### src/rtl/mbe_sched_pkg.sv
// Shared widths, pipeline tag and arbiter state encoding for the MBE multiplier scheduler.
package mbe_sched_pkg;
  localparam int OP_W = 24;
  localparam int P_W  = 48;
  localparam int NREQ = 2;

  typedef struct packed {
    logic valid;
    logic id;
  } tag_t;

  typedef enum logic {
    PRI0 = 1'b0,
    PRI1 = 1'b1
  } pri_state_e;
endpackage

### src/rtl/mbe_mult_scheduler_if.sv
// Signal bundle between the requesters, the scheduler and the shared multiplier.
interface mbe_mult_scheduler_if;
  logic [mbe_sched_pkg::NREQ-1:0]                          req_valid;
  logic [mbe_sched_pkg::NREQ-1:0]                          req_ready;
  logic [mbe_sched_pkg::NREQ-1:0][mbe_sched_pkg::OP_W-1:0] req_a;
  logic [mbe_sched_pkg::NREQ-1:0][mbe_sched_pkg::OP_W-1:0] req_b;
  logic                                                    mul_valid;
  logic [mbe_sched_pkg::OP_W-1:0]                          mul_a;
  logic [mbe_sched_pkg::OP_W-1:0]                          mul_b;
  logic [mbe_sched_pkg::P_W-1:0]                           mul_p;
  logic [mbe_sched_pkg::NREQ-1:0]                          rsp_valid;
  logic [mbe_sched_pkg::NREQ-1:0]                          rsp_ready;
  logic [mbe_sched_pkg::NREQ-1:0][mbe_sched_pkg::P_W-1:0]  rsp_p;
  logic                                                    busy;

  modport slave (
    input  req_valid, req_a, req_b, mul_p, rsp_ready,
    output req_ready, mul_valid, mul_a, mul_b, rsp_valid, rsp_p, busy
  );

  modport master (
    output req_valid, req_a, req_b, mul_p, rsp_ready,
    input  req_ready, mul_valid, mul_a, mul_b, rsp_valid, rsp_p, busy
  );
endinterface

### src/rtl/mbe_rsp_fifo.sv
// Per-requester result buffer; head reads as zero while empty.
module mbe_rsp_fifo #(
  parameter int W     = 48,
  parameter int DEPTH = 4
) (
  input  logic         clk,
  input  logic         rst_n,
  input  logic         wr_en_i,
  input  logic [W-1:0] wr_data_i,
  input  logic         rd_en_i,
  output logic [W-1:0] rd_data_o,
  output logic         empty_o
);
  localparam int AW = $clog2(DEPTH);

  logic [W-1:0] mem_q [DEPTH];
  logic [AW:0]  wr_ptr_q, rd_ptr_q;

  always_ff @(posedge clk or negedge rst_n) begin
    if (!rst_n) begin
      wr_ptr_q <= '0;
      rd_ptr_q <= '0;
    end else begin
      if (wr_en_i) wr_ptr_q <= wr_ptr_q + 1'b1;
      if (rd_en_i) rd_ptr_q <= rd_ptr_q + 1'b1;
    end
  end

  always_ff @(posedge clk) begin
    if (wr_en_i) mem_q[wr_ptr_q[AW-1:0]] <= wr_data_i;
  end

  assign empty_o   = (wr_ptr_q == rd_ptr_q);
  assign rd_data_o = empty_o ? '0 : mem_q[rd_ptr_q[AW-1:0]];
endmodule

### src/rtl/mbe_mult_scheduler.sv
// Arbitrates two requesters onto one pipelined MBE multiplier with credit-limited result buffers.
// Define MBE_SCHED_STATS_EN to add the issue_cnt/stall_cnt statistics outputs.
// state | meaning
// PRI0  | requester 0 wins when both are eligible
// PRI1  | requester 1 wins when both are eligible
module mbe_mult_scheduler
  import mbe_sched_pkg::*;
#(
  parameter int MULT_LAT   = 3,
  parameter int FIFO_DEPTH = 4
) (
  input  logic                  clk,
  input  logic                  rst_n,
  mbe_mult_scheduler_if.slave   bus
`ifdef MBE_SCHED_STATS_EN
  ,
  output logic [NREQ-1:0][31:0] issue_cnt,
  output logic [NREQ-1:0][31:0] stall_cnt
`endif
);
  localparam int              CNT_W   = $clog2(FIFO_DEPTH + 1);
  localparam logic [CNT_W-1:0] CNT_MAX = CNT_W'(FIFO_DEPTH);

  pri_state_e                 state_q, state_d;
  logic [NREQ-1:0][CNT_W-1:0] cnt_q, cnt_d;
  logic [NREQ-1:0]            elig, grant, rsp_hs, fifo_empty, wr_sel;
  logic                       gid;
  logic                       mul_valid_q, mul_id_q;
  logic [OP_W-1:0]            mul_a_q, mul_b_q;
  tag_t                       tag_q [MULT_LAT];
  logic                       wr_vld_q, wr_id_q;
  logic [P_W-1:0]             wr_p_q;
  logic [NREQ-1:0][P_W-1:0]   rsp_p_w;

  // Credits cover in-flight plus buffered results, so a FIFO can never overflow.
  always_comb begin
    for (int i = 0; i < NREQ; i++) elig[i] = bus.req_valid[i] && (cnt_q[i] < CNT_MAX);
  end

  always_comb begin
    state_d = state_q;
    grant   = '0;
    case (elig)
      2'b01:   grant = 2'b01;
      2'b10:   grant = 2'b10;
      2'b11:   grant = (state_q == PRI0) ? 2'b01 : 2'b10;
      default: grant = '0;
    endcase
    if (grant[0])      state_d = PRI1;
    else if (grant[1]) state_d = PRI0;
  end

  always_ff @(posedge clk or negedge rst_n) begin
    if (!rst_n) state_q <= PRI0;
    else        state_q <= state_d;
  end

  assign gid = grant[1];

  always_ff @(posedge clk or negedge rst_n) begin
    if (!rst_n) begin
      mul_valid_q <= 1'b0;
      mul_id_q    <= 1'b0;
      mul_a_q     <= '0;
      mul_b_q     <= '0;
    end else begin
      mul_valid_q <= |grant;
      if (|grant) begin
        mul_id_q <= gid;
        mul_a_q  <= bus.req_a[gid];
        mul_b_q  <= bus.req_b[gid];
      end
    end
  end

  // Tag stage 0 is loaded from the issue strobe, so the last stage lines up with mul_p.
  always_ff @(posedge clk or negedge rst_n) begin
    if (!rst_n) begin
      for (int k = 0; k < MULT_LAT; k++) tag_q[k] <= '0;
      wr_vld_q <= 1'b0;
      wr_id_q  <= 1'b0;
      wr_p_q   <= '0;
    end else begin
      tag_q[0] <= tag_t'{valid: mul_valid_q, id: mul_id_q};
      for (int k = 1; k < MULT_LAT; k++) tag_q[k] <= tag_q[k-1];
      wr_vld_q <= tag_q[MULT_LAT-1].valid;
      if (tag_q[MULT_LAT-1].valid) begin
        wr_id_q <= tag_q[MULT_LAT-1].id;
        wr_p_q  <= bus.mul_p;
      end
    end
  end

  assign wr_sel = {wr_vld_q & wr_id_q, wr_vld_q & ~wr_id_q};
  assign rsp_hs = ~fifo_empty & bus.rsp_ready;

  for (genvar i = 0; i < NREQ; i++) begin : g_fifo
    mbe_rsp_fifo #(
      .W     (P_W),
      .DEPTH (FIFO_DEPTH)
    ) u_fifo (
      .clk       (clk),
      .rst_n     (rst_n),
      .wr_en_i   (wr_sel[i]),
      .wr_data_i (wr_p_q),
      .rd_en_i   (rsp_hs[i]),
      .rd_data_o (rsp_p_w[i]),
      .empty_o   (fifo_empty[i])
    );
  end

  always_comb begin
    for (int i = 0; i < NREQ; i++) begin
      cnt_d[i] = cnt_q[i];
      if (grant[i] && !rsp_hs[i])      cnt_d[i] = cnt_q[i] + 1'b1;
      else if (!grant[i] && rsp_hs[i]) cnt_d[i] = cnt_q[i] - 1'b1;
    end
  end

  always_ff @(posedge clk or negedge rst_n) begin
    if (!rst_n) cnt_q <= '0;
    else        cnt_q <= cnt_d;
  end

  assign bus.req_ready = grant;
  assign bus.mul_valid = mul_valid_q;
  assign bus.mul_a     = mul_a_q;
  assign bus.mul_b     = mul_b_q;
  assign bus.rsp_valid = ~fifo_empty;
  assign bus.rsp_p     = rsp_p_w;
  assign bus.busy      = (cnt_q[0] != '0) || (cnt_q[1] != '0);

`ifdef MBE_SCHED_STATS_EN
  logic [NREQ-1:0][31:0] issue_cnt_q, stall_cnt_q;

  always_ff @(posedge clk or negedge rst_n) begin
    if (!rst_n) begin
      issue_cnt_q <= '0;
      stall_cnt_q <= '0;
    end else begin
      for (int i = 0; i < NREQ; i++) begin
        if (grant[i])                         issue_cnt_q[i] <= issue_cnt_q[i] + 32'd1;
        if (bus.req_valid[i] && !grant[i])    stall_cnt_q[i] <= stall_cnt_q[i] + 32'd1;
      end
    end
  end

  assign issue_cnt = issue_cnt_q;
  assign stall_cnt = stall_cnt_q;
`endif
endmodule

### src/flat_wrapper.sv
// flat-port wrapper written by rule: the top's interface ports become plain ports
module mbe_mult_scheduler_flat import mbe_sched_pkg::*;
#(
  parameter int MULT_LAT   = 3,
  parameter int FIFO_DEPTH = 4
)
  (clk, rst_n, bus_req_valid, bus_req_a, bus_req_b, bus_mul_p, bus_rsp_ready, bus_req_ready, bus_mul_valid, bus_mul_a, bus_mul_b, bus_rsp_valid, bus_rsp_p, bus_busy);
  mbe_mult_scheduler_if bus_i ();
  input  logic clk;
  input  logic rst_n;
  input wire logic [$bits(bus_i.req_valid)-1:0] bus_req_valid;
  input wire logic [$bits(bus_i.req_a)-1:0] bus_req_a;
  input wire logic [$bits(bus_i.req_b)-1:0] bus_req_b;
  input wire logic [$bits(bus_i.mul_p)-1:0] bus_mul_p;
  input wire logic [$bits(bus_i.rsp_ready)-1:0] bus_rsp_ready;
  output wire logic [$bits(bus_i.req_ready)-1:0] bus_req_ready;
  output wire logic [$bits(bus_i.mul_valid)-1:0] bus_mul_valid;
  output wire logic [$bits(bus_i.mul_a)-1:0] bus_mul_a;
  output wire logic [$bits(bus_i.mul_b)-1:0] bus_mul_b;
  output wire logic [$bits(bus_i.rsp_valid)-1:0] bus_rsp_valid;
  output wire logic [$bits(bus_i.rsp_p)-1:0] bus_rsp_p;
  output wire logic [$bits(bus_i.busy)-1:0] bus_busy;
  assign bus_i.req_valid = bus_req_valid;
  assign bus_i.req_a = bus_req_a;
  assign bus_i.req_b = bus_req_b;
  assign bus_i.mul_p = bus_mul_p;
  assign bus_i.rsp_ready = bus_rsp_ready;
  assign bus_req_ready = bus_i.req_ready;
  assign bus_mul_valid = bus_i.mul_valid;
  assign bus_mul_a = bus_i.mul_a;
  assign bus_mul_b = bus_i.mul_b;
  assign bus_rsp_valid = bus_i.rsp_valid;
  assign bus_rsp_p = bus_i.rsp_p;
  assign bus_busy = bus_i.busy;
  mbe_mult_scheduler #(.MULT_LAT(MULT_LAT), .FIFO_DEPTH(FIFO_DEPTH)) u_core (.clk(clk), .rst_n(rst_n), .bus(bus_i));
endmodule
### config.mk
export PLATFORM = sky130hd
export DESIGN_NAME = mbe_mult_scheduler_flat
export DESIGN_NICKNAME = d
export VERILOG_FILES = /design/src/rtl/mbe_sched_pkg.sv /design/src/rtl/mbe_mult_scheduler_if.sv /design/src/rtl/mbe_rsp_fifo.sv /design/src/rtl/mbe_mult_scheduler.sv /design/src/flat_wrapper.sv
export SDC_FILE = /design/constraint.sdc
export NUM_CORES = 1
export LEC_CHECK = 0
export CORE_ASPECT_RATIO = 0.9
export CORE_MARGIN = 3
export CORE_UTILIZATION = 54
export DETAILED_ROUTE_END_ITERATION = 7
export PLACE_DENSITY = 0.8
export SYNTH_ARGS = -nofsm -noshare
export SYNTH_HDL_FRONTEND = slang
export SYNTH_SLANG_ARGS = --single-unit
### constraint.sdc
create_clock -name clk -period 3.2 [get_ports clk]
set_clock_uncertainty 0.1 [all_clocks]
set_input_delay 0.32 -clock clk [delete_from_list [all_inputs] [get_ports clk]]
set_output_delay 0.32 -clock clk [all_outputs]
set_load 0.05 [all_outputs]
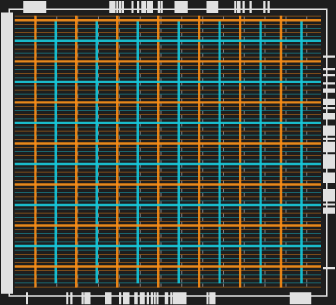
(power grid)
Pins as bars on the die edge. Tap cells in gray.
- VSS: orange
- VDD: cyan
- rows: 66
- signal pins: 300

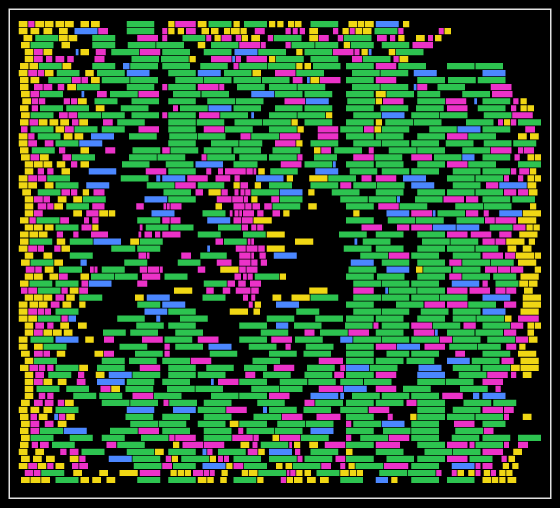
(placed cells, one color a class)
- sequential cells: green (cells 509)
- remaining buffers and delay cells: yellow (cells 338)
- clock drivers and dummy loads: blue (cells 94)
- combinational and other logic: magenta (cells 427)

==> qor.yml <==
synth:
  synth_top_area_share: 0.573
  area_leaders: "edfxtp_1 (57%), dfrtp_1 (16%), mux4_2 (10%)"
  yosys_warnings: 0
  ys_ff: 509
  largest_area_cell: "edfxtp_1"
  yosysCellCount: 998
  syn-num-nets: 1162
  ys_chip_area_sq_um: 20100
  postSynthSeqShare: 0.729
  edf_count: 384
  synth_cell_type_count: 37
  synth-async-reset-ratio: 0.246
  ff_type: "edfxtp_1"
  syn_area_sq_um: 20100
  synth_cells: 998
  syn_avg_cell_area_sq_um: 20.1
placed_design:
  placedInstanceArea_sq_um: 23600
  place_congestion: 0.793
  port_buffers: 299
  hpwlAfterDp_um: 27400
global_route:
  grt_pass1_vias: 11400
  overflow: 0
  grt_pass1_wl_um: 68900
  antenna_found_initial: 4
  grtUsageTotal: 0.230
  grt_max_degree: 70
cells_and_area:
  antenna_cells: 3
  syn_to_final_growth_pct: 27.1
  logic_gates: 419
  fillCellCount: 2212
  comb_share: 0.198
  final_area_sq_um: 25600
  num-nonclk-inverters: 8
  clock_area_frac: 0.0717
  final_cell_mix: "edfxtp_1 (384), clkdlybuf4s50_1 (199), dfrtp_1 (120)"
  regArea_sq_um: 14700
  logic_area_sq_um: 5070
  final_common_cell: "edfxtp_1"
  final_nets: 1490
  flops: 509
  layout-drive-gt1-share: 0.291
  buf_share: 0.131
  clkbuf_count: 69
  seq_share: 0.574
  dominant_cells: "registers"
  n_all_buffers: 338
timing:
  rsz0062_at_grt: "false"
  min_period_over_period: 0.916
  finalHoldWorstSlack_ps: 251
  tns_ps: 0
  worst_slew_pin_slew_ps: 903
  maxSlewHeadroom: 0.398
  fmax_ghz: 0.341
  final_hold_viol_count: 0
  finalMaxSlewViolations: 0
  final.min_clock_period_ps: 2930
  setup_viol: 0
die:
  io_pins: 300
  dieWidth_um: 209
  num_rows: 66
  fp.coreArea_sq_um: 36400
  chip_area_sq_um: 39600
  die_y_um: 189
  tap_cells: 476
  fp_util: 0.552
job:
  warnings: 32
  drv_cap: 0
clocking:
  cts_htree_levels: 2
  root_buffer: "clkbuf_16"
  clk_latency_ps: 560
  clockBufferDepth: 3
  clk_pin_slew_ps: 60
  cts_tree: "yes"
  numCtsBuffers: 50
  numClockSinks: 509
detailed_routing:
  wl_um: 45400
  route.detailed.wl_per_inst_um: 24.6
  drt_first_pass_iters: 5
  final_antenna_net_count: 0
  drt-vias-per-instance: 5.74
  drt-initial-drc-count: 846
  vias: 10600
  drc: 0
setup_path:
  cp_max_fo: 51
  crit_required_ps: 2780
  path_class: "reg2out"
  worst_ep_arrival_time_ps: 2510
  cp-start-kind: "flop"
  worst_setup_path_end_kind: "output pin"
status:
  status: "complete, no violations"
hold_path:
  hold_path_class: "reg2reg"
[state kept, by name (all words and copies together) (netlist names)]
signal                         cells
u_core.g_fifo.u_fifo.mem_q       384
u_core.g_fifo.u_fifo.wr_ptr_q      6
u_core.bus.mul_valid               1
u_core.state_q                     1
u_core.mul_id_q                    1
u_core.wr_p_q                     48
u_core.bus.mul_a                  24
u_core.wr_vld_q                    1
u_core.tag_q                       6
u_core.wr_id_q                     1
u_core.bus.mul_b                  24
u_core.g_fifo.u_fifo.rd_ptr_q      6
u_core.cnt_q                       6
[worst paths after layout]
check,endpoint,cells past startpoint,start,slack (ps)
worst max register to register,u_core.cnt_q[2],8,u_core.g_fifo[0].u_fifo.rd_ptr_q[0],580
max in group asynchronous,u_core.wr_p_q[6],3,rst_n,1900
min in group asynchronous,u_core.bus.mul_a[17],2,rst_n,270
worst max-delay path,bus_rsp_p[55],4,u_core.g_fifo[1].u_fifo.rd_ptr_q[1],270
worst min register to register,u_core.tag_q[0],0,u_core.tag_q[2],250
worst min-delay path,u_core.tag_q[0],0,u_core.tag_q[2],250
[worst max-delay path, stage by stage (launching register included)]
cell	delay, ps
dfrtp_2	370
buf_4	710
mux4_2	340
nor2b_1	260
buf_4	250
[metrics by stage]
step	std cells	setup slack, ps	util
after floorplan	998	479	-
after global placement	1739	534	0.649
after detailed placement	1739	467	0.649
after CTS	1834	46.4	0.700
after global routing	1847	141	0.702
final	1847	268	0.702
[metal layers]
metal / up-vias / routed length, um / global-route usage
met5: - / 13 / 0
met4: 2 / 859 / 0.0652
met3: 65 / 3290 / 0.0585
met2: 392 / 23200 / 0.389
met1: 5529 / 18000 / 0.302
li1: 4608 / - / -
[synth_stat cells (5+ instances only)]
cell	instances
nor3b_1	48
mux4_1	5
ha_1	12
dfrtp_1	125
buf_4	11
a221o_1	48
edfxtp_1	384
nor2b_1	81
mux2_2	52
and3_1	6
xnor2_1	8
inv_1	8
buf_2	17
nor2b_4	20
clkbuf_1	24
xor2_1	10
mux4_2	91
nor2_1	5
[cell families (layout without fill, tap and decap cells)]
| logic type | count (synthesis) | count (layout) | synth area share |
|---|---|---|---|
| AOI/OAI and AO/OA | 61 | 61 | 0.0286 |
| DFF | 509 | 509 | 0.729 |
| xor gates and xnor gates | 20 | 20 | 0.00946 |
| other | 0 | 3 | 0 |
| and+or+nand+nor | 176 | 176 | 0.0650 |
| buffers and inverters | 70 | 440 | 0.0209 |
| muxes | 148 | 148 | 0.138 |
| adders and majority gates | 14 | 14 | 0.00946 |
[timing repair]
action                     4_1_cts  5_1_grt
setup buffers                    0       10
gates resized                    5        1
setup endpoints to repair       39        5
hold endpoints to repair        67        0
hold buffers                     1        0
